==> src/rtl/mem_port_sequencer_if.sv <==
// Shared memory port bus between the pipeline sequencer (master) and the memory (slave).
interface mem_port_sequencer_if;
    logic        mem_req;
    logic        mem_we;
    logic [15:0] mem_addr;
    logic [15:0] mem_wdata;
    logic [15:0] mem_rdata;
    logic        mem_ack;

    modport master (
        output mem_req, mem_we, mem_addr, mem_wdata,
        input  mem_rdata, mem_ack
    );

    modport slave (
        input  mem_req, mem_we, mem_addr, mem_wdata,
        output mem_rdata, mem_ack
    );
endinterface

==> src/rtl/mem_port_sequencer.sv <==
// Shares one memory port between data access and instruction fetch.
// Each step does data first, then fetch, then emits one pipe_advance pulse.
//
// state  | meaning
// IDLE   | sample requests and issue the first access of the step
// D_WAIT | data load/store in flight
// F_WAIT | instruction fetch in flight
// ADV    | step complete, pipe_advance high for this cycle
module mem_port_sequencer #(
    parameter int unsigned WAIT_LIMIT = 255,
    parameter logic [15:0] NOP_INSTR  = 16'h0000
) (
    input  logic                        clk,
    input  logic                        reset_n,
    input  logic                        if_req,
    input  logic [15:0]                 if_addr,
    input  logic                        d_read,
    input  logic                        d_write,
    input  logic [15:0]                 d_addr,
    input  logic [15:0]                 d_wdata,
    mem_port_sequencer_if.master        mem,
    output logic [15:0]                 if_instr,
    output logic [15:0]                 d_rdata,
    output logic                        pipe_advance,
    output logic                        busy,
    output logic                        timeout_err,
    output logic [15:0]                 stall_count
);
    typedef enum logic [1:0] {IDLE, D_WAIT, F_WAIT, ADV} state_t;

    localparam logic [16:0] LIMIT = 17'(WAIT_LIMIT);

    state_t      state, state_nxt;
    logic        req_q, req_d, we_q, we_d, terr_d;
    logic [15:0] addr_q, addr_d, wdata_q, wdata_d;
    logic [15:0] instr_d, rdata_d, cnt_q, cnt_d, stall_d;
    logic        in_wait, limit_hit, done;

    assign in_wait   = (state == D_WAIT) || (state == F_WAIT);
    // An ack in the same cycle the limit is reached wins over the abandon.
    assign limit_hit = !mem.mem_ack && (({1'b0, cnt_q} + 17'd1) == LIMIT);
    assign done      = in_wait && (mem.mem_ack || limit_hit);

    always_ff @(posedge clk) begin
        if (reset_n) state <= IDLE;
        else         state <= state_nxt;
    end

    always_comb begin
        state_nxt = state;
        case (state)
            IDLE: begin
                if (d_write || d_read) state_nxt = D_WAIT;
                else if (if_req)       state_nxt = F_WAIT;
                else                   state_nxt = ADV;
            end
            D_WAIT:  if (done) state_nxt = if_req ? F_WAIT : ADV;
            F_WAIT:  if (done) state_nxt = ADV;
            ADV:     state_nxt = IDLE;
            default: state_nxt = IDLE;
        endcase
    end

    always_comb begin
        req_d   = req_q;
        we_d    = we_q;
        addr_d  = addr_q;
        wdata_d = wdata_q;
        instr_d = if_instr;
        rdata_d = d_rdata;
        cnt_d   = cnt_q;
        terr_d  = timeout_err;
        stall_d = (!pipe_advance && stall_count != 16'hFFFF) ? stall_count + 16'd1 : stall_count;
        case (state)
            IDLE: begin
                cnt_d = 16'd0;
                if (d_write) begin
                    req_d   = 1'b1;
                    we_d    = 1'b1;
                    addr_d  = d_addr;
                    wdata_d = d_wdata;
                end else if (d_read) begin
                    req_d  = 1'b1;
                    we_d   = 1'b0;
                    addr_d = d_addr;
                end else if (if_req) begin
                    req_d  = 1'b1;
                    we_d   = 1'b0;
                    addr_d = if_addr;
                end
            end
            D_WAIT: begin
                if (done) begin
                    cnt_d = 16'd0;
                    if (mem.mem_ack && !we_q) rdata_d = mem.mem_rdata;
                    if (limit_hit)            terr_d  = 1'b1;
                    we_d = 1'b0;
                    // Fetch reissues straight off the data completion with no idle cycle.
                    if (if_req) begin
                        addr_d = if_addr;
                    end else begin
                        req_d = 1'b0;
                    end
                end else begin
                    cnt_d = cnt_q + 16'd1;
                end
            end
            F_WAIT: begin
                if (done) begin
                    cnt_d = 16'd0;
                    req_d = 1'b0;
                    if (mem.mem_ack) begin
                        instr_d = mem.mem_rdata;
                    end else begin
                        instr_d = NOP_INSTR;
                        terr_d  = 1'b1;
                    end
                end else begin
                    cnt_d = cnt_q + 16'd1;
                end
            end
            default: ;
        endcase
    end

    always_ff @(posedge clk) begin
        if (reset_n) begin
            req_q        <= 1'b0;
            we_q         <= 1'b0;
            addr_q       <= 16'd0;
            wdata_q      <= 16'd0;
            if_instr     <= NOP_INSTR;
            d_rdata      <= 16'd0;
            pipe_advance <= 1'b0;
            busy         <= 1'b0;
            timeout_err  <= 1'b0;
            stall_count  <= 16'd0;
            cnt_q        <= 16'd0;
        end else begin
            req_q        <= req_d;
            we_q         <= we_d;
            addr_q       <= addr_d;
            wdata_q      <= wdata_d;
            if_instr     <= instr_d;
            d_rdata      <= rdata_d;
            pipe_advance <= (state_nxt == ADV);
            busy         <= (state_nxt != IDLE);
            timeout_err  <= terr_d;
            stall_count  <= stall_d;
            cnt_q        <= cnt_d;
        end
    end

    assign mem.mem_req   = req_q;
    assign mem.mem_we    = we_q;
    assign mem.mem_addr  = addr_q;
    assign mem.mem_wdata = wdata_q;
endmodule
==> src/flat_wrapper.sv <==
// flat-port wrapper written by rule: the top's interface ports become plain ports
module mem_port_sequencer_flat 
#(
    parameter int unsigned WAIT_LIMIT = 255,
    parameter logic [15:0] NOP_INSTR  = 16'h0000
)
  (clk, reset_n, if_req, if_addr, d_read, d_write, d_addr, d_wdata, if_instr, d_rdata, pipe_advance, busy, timeout_err, stall_count, mem_mem_req, mem_mem_we, mem_mem_addr, mem_mem_wdata, mem_mem_rdata, mem_mem_ack);
  mem_port_sequencer_if mem_i ();
  input  logic clk;
  input  logic reset_n;
  input  logic if_req;
  input  logic [15:0] if_addr;
  input  logic d_read;
  input  logic d_write;
  input  logic [15:0] d_addr;
  input  logic [15:0] d_wdata;
  output logic [15:0] if_instr;
  output logic [15:0] d_rdata;
  output logic pipe_advance;
  output logic busy;
  output logic timeout_err;
  output logic [15:0] stall_count;
  output wire logic [$bits(mem_i.mem_req)-1:0] mem_mem_req;
  output wire logic [$bits(mem_i.mem_we)-1:0] mem_mem_we;
  output wire logic [$bits(mem_i.mem_addr)-1:0] mem_mem_addr;
  output wire logic [$bits(mem_i.mem_wdata)-1:0] mem_mem_wdata;
  input wire logic [$bits(mem_i.mem_rdata)-1:0] mem_mem_rdata;
  input wire logic [$bits(mem_i.mem_ack)-1:0] mem_mem_ack;
  assign mem_mem_req = mem_i.mem_req;
  assign mem_mem_we = mem_i.mem_we;
  assign mem_mem_addr = mem_i.mem_addr;
  assign mem_mem_wdata = mem_i.mem_wdata;
  assign mem_i.mem_rdata = mem_mem_rdata;
  assign mem_i.mem_ack = mem_mem_ack;
  mem_port_sequencer #(.WAIT_LIMIT(WAIT_LIMIT), .NOP_INSTR(NOP_INSTR)) u_core (.clk(clk), .reset_n(reset_n), .if_req(if_req), .if_addr(if_addr), .d_read(d_read), .d_write(d_write), .d_addr(d_addr), .d_wdata(d_wdata), .mem(mem_i), .if_instr(if_instr), .d_rdata(d_rdata), .pipe_advance(pipe_advance), .busy(busy), .timeout_err(timeout_err), .stall_count(stall_count));
endmodule
==> config.mk <==
export PLATFORM = sky130hd
export DESIGN_NAME = mem_port_sequencer_flat
export DESIGN_NICKNAME = d
export VERILOG_FILES = /design/src/rtl/mem_port_sequencer_if.sv /design/src/rtl/mem_port_sequencer.sv /design/src/flat_wrapper.sv
export SDC_FILE = /design/constraint.sdc
export NUM_CORES = 1
export LEC_CHECK = 0
export ABC_CLOCK_PERIOD_IN_PS = 2850
export CAP_MARGIN = 20
export CELL_PAD_IN_SITES_DETAIL_PLACEMENT = 1
export CELL_PAD_IN_SITES_GLOBAL_PLACEMENT = 1
export CORE_MARGIN = 10
export CORE_UTILIZATION = 34
export DETAILED_ROUTE_END_ITERATION = 10
export PLACE_DENSITY = 0.79
export RECOVER_POWER = 100
export SETUP_SLACK_MARGIN = 0.02
export SYNTH_ARGS = -nofsm -noshare
export SYNTH_HDL_FRONTEND = slang
export SYNTH_SLANG_ARGS = --single-unit
==> constraint.sdc <==
create_clock -name clk -period 2.85 [get_ports clk]
set_input_delay 0.4275 -clock clk [delete_from_list [all_inputs] [get_ports clk]]
set_output_delay 0.4275 -clock clk [all_outputs]
set_load 0.01 [all_outputs]
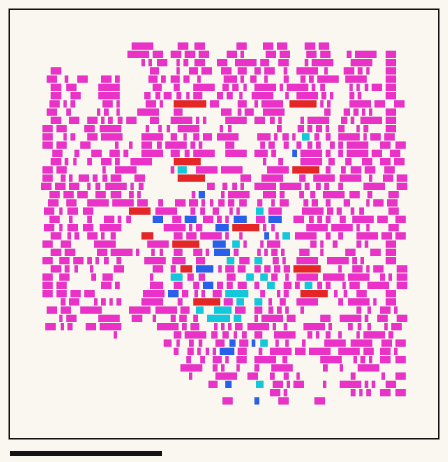
Fig. 1. Sizing map.
Scale bar: 50 um.
size	color	cells	share
_6 and larger	red	13	1.7%
_3 and _4 cells	cyan	21	2.8%
_0 and _1 cells	magenta	703	93%
_2 cells	blue	18	2.4%
layout overhead on the synthesized area: 40.6%
Non-clk bufs: 172
Setup WS post-layout: 0.247 ns
post-route design area: 0.00701 mm2

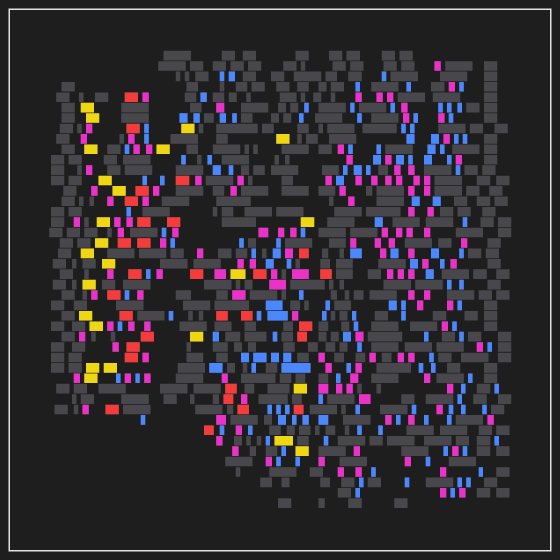
Fig. 2. Gate families picked out.
family	color	cells
NAND gates	blue	153
inverting AOI/OAI gates	magenta	131
AND-OR and OR-AND gates	red	29
multiplexers	yellow	24
most frequent logic cell in the layout: nand2_1
fin cells: 939
combinational share of cell area: 0.385

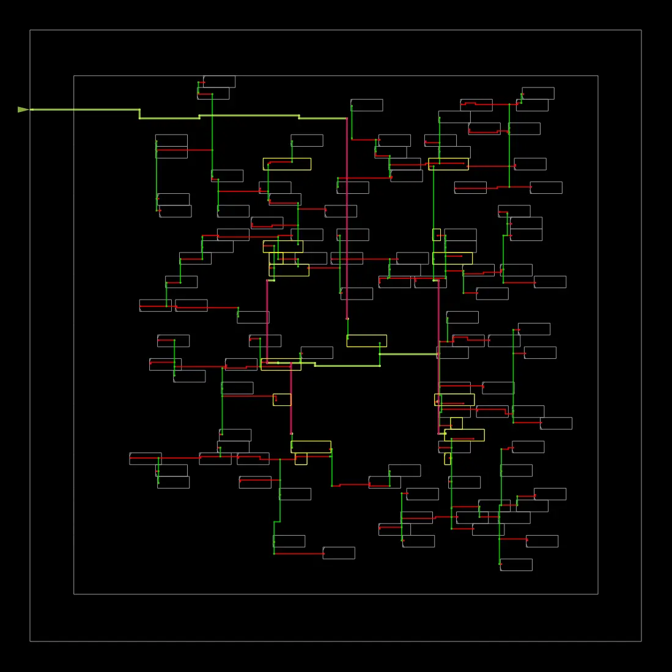
Fig. 3. The clock network.
worst clock skew: 0.00771 ns
CTS sink count: 103
sequential cell count: 103
Clock Latency Late Sink: 0.34 ns
Num CTS Buffers: 9

==> results.txt <==
global route overflow = 0
number of routed nets with antenna violations = 0
Clk Tree Root Cell = clkbuf_16
Internal Power = 2.70 mW
NetSw = 1.22 mW
Critical Path Start = u_core.state[1]
Final TNS setup = 0 ns
leading cell types by count after synthesis = nand2_1 (115), dfxtp_1 (103), a21oi_1 (92)
Slew Limit Headroom = 0.419
CTS clock-pin slew for the worst setup and hold paths = 0.07 ns
placer congestion estimate = 0.881
outcome = completed
yosys warns = 0
Pre-antenna DRT Iters = 4
end of the worst register-to-register path = u_core.d_rdata[15]
synthesized chip area reported by yosys = 0.00499 mm2
# DRC = 0
clock share of power = 0.316
Tap Count = 184
MI comb area = 0.00270 mm2
Req. time, crit path = 3.12 ns
first-pass GRT wire length = 27700 um
Power Clock = 1.24 mW
depth of the most critical reg-to-reg path = 8
crit share post-route = 0.913
most frequent CP cell = nand2_1
tool warnings = 32
CP arrival = 2.88 ns
ClkCell Share = 0.0426
met3 wire length = 1500 um
Reg area = 0.00206 mm2
Port-buffer cells = 154
Worst path slowest cell = clkbuf_1
Max-area cell share = 0.413
chip width = 141 um
Final Critical Period = 2.60 ns
Total GRT Usage = 0.166
Pre-Place Util = 0.344
grt peak-use layer = met2
Comb group = 1.02 mW
Sw Share = 0.312
CLK BUF = 10
VDD IR-drop max = 337 uV
Syn Nets = 690
cell count in the Yosys report = 612
final hold violations = 0
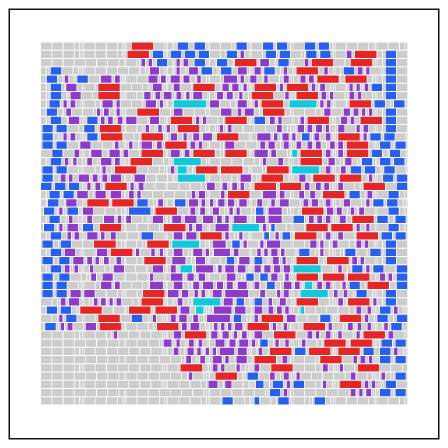
Fig. 4. Cell classes on the final placement.
Fill, decap, tap and diode cells in gray.
class	color	cells
combinational and other logic	purple	464
flops	red	103
other buffers and delay cells	blue	172
clock drivers and dummy loads	cyan	16
utilization after layout: 0.484
Seq area share: 0.294
core area: 0.0145 mm2
row count: 44

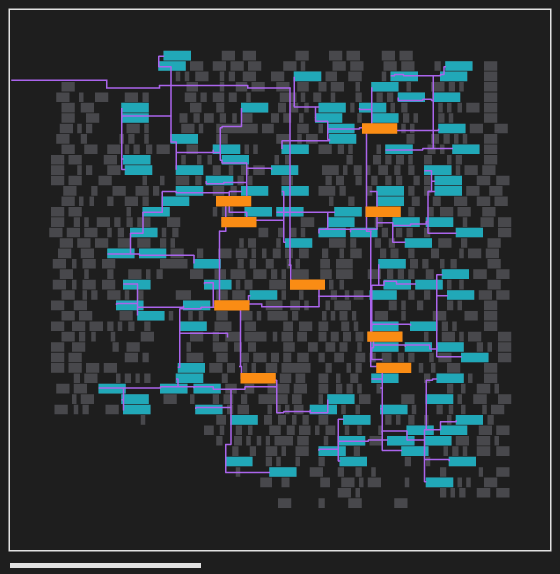
Fig. 5. Clock wires, drivers and flops.
Scale bar: 50 um.
[flip-flops] cyan | count: 103
[clock drivers] orange | count: 9
[clock wires] purple | length: 1240 um
routed clock nets	10

Power and IR drop assume default switching activity.
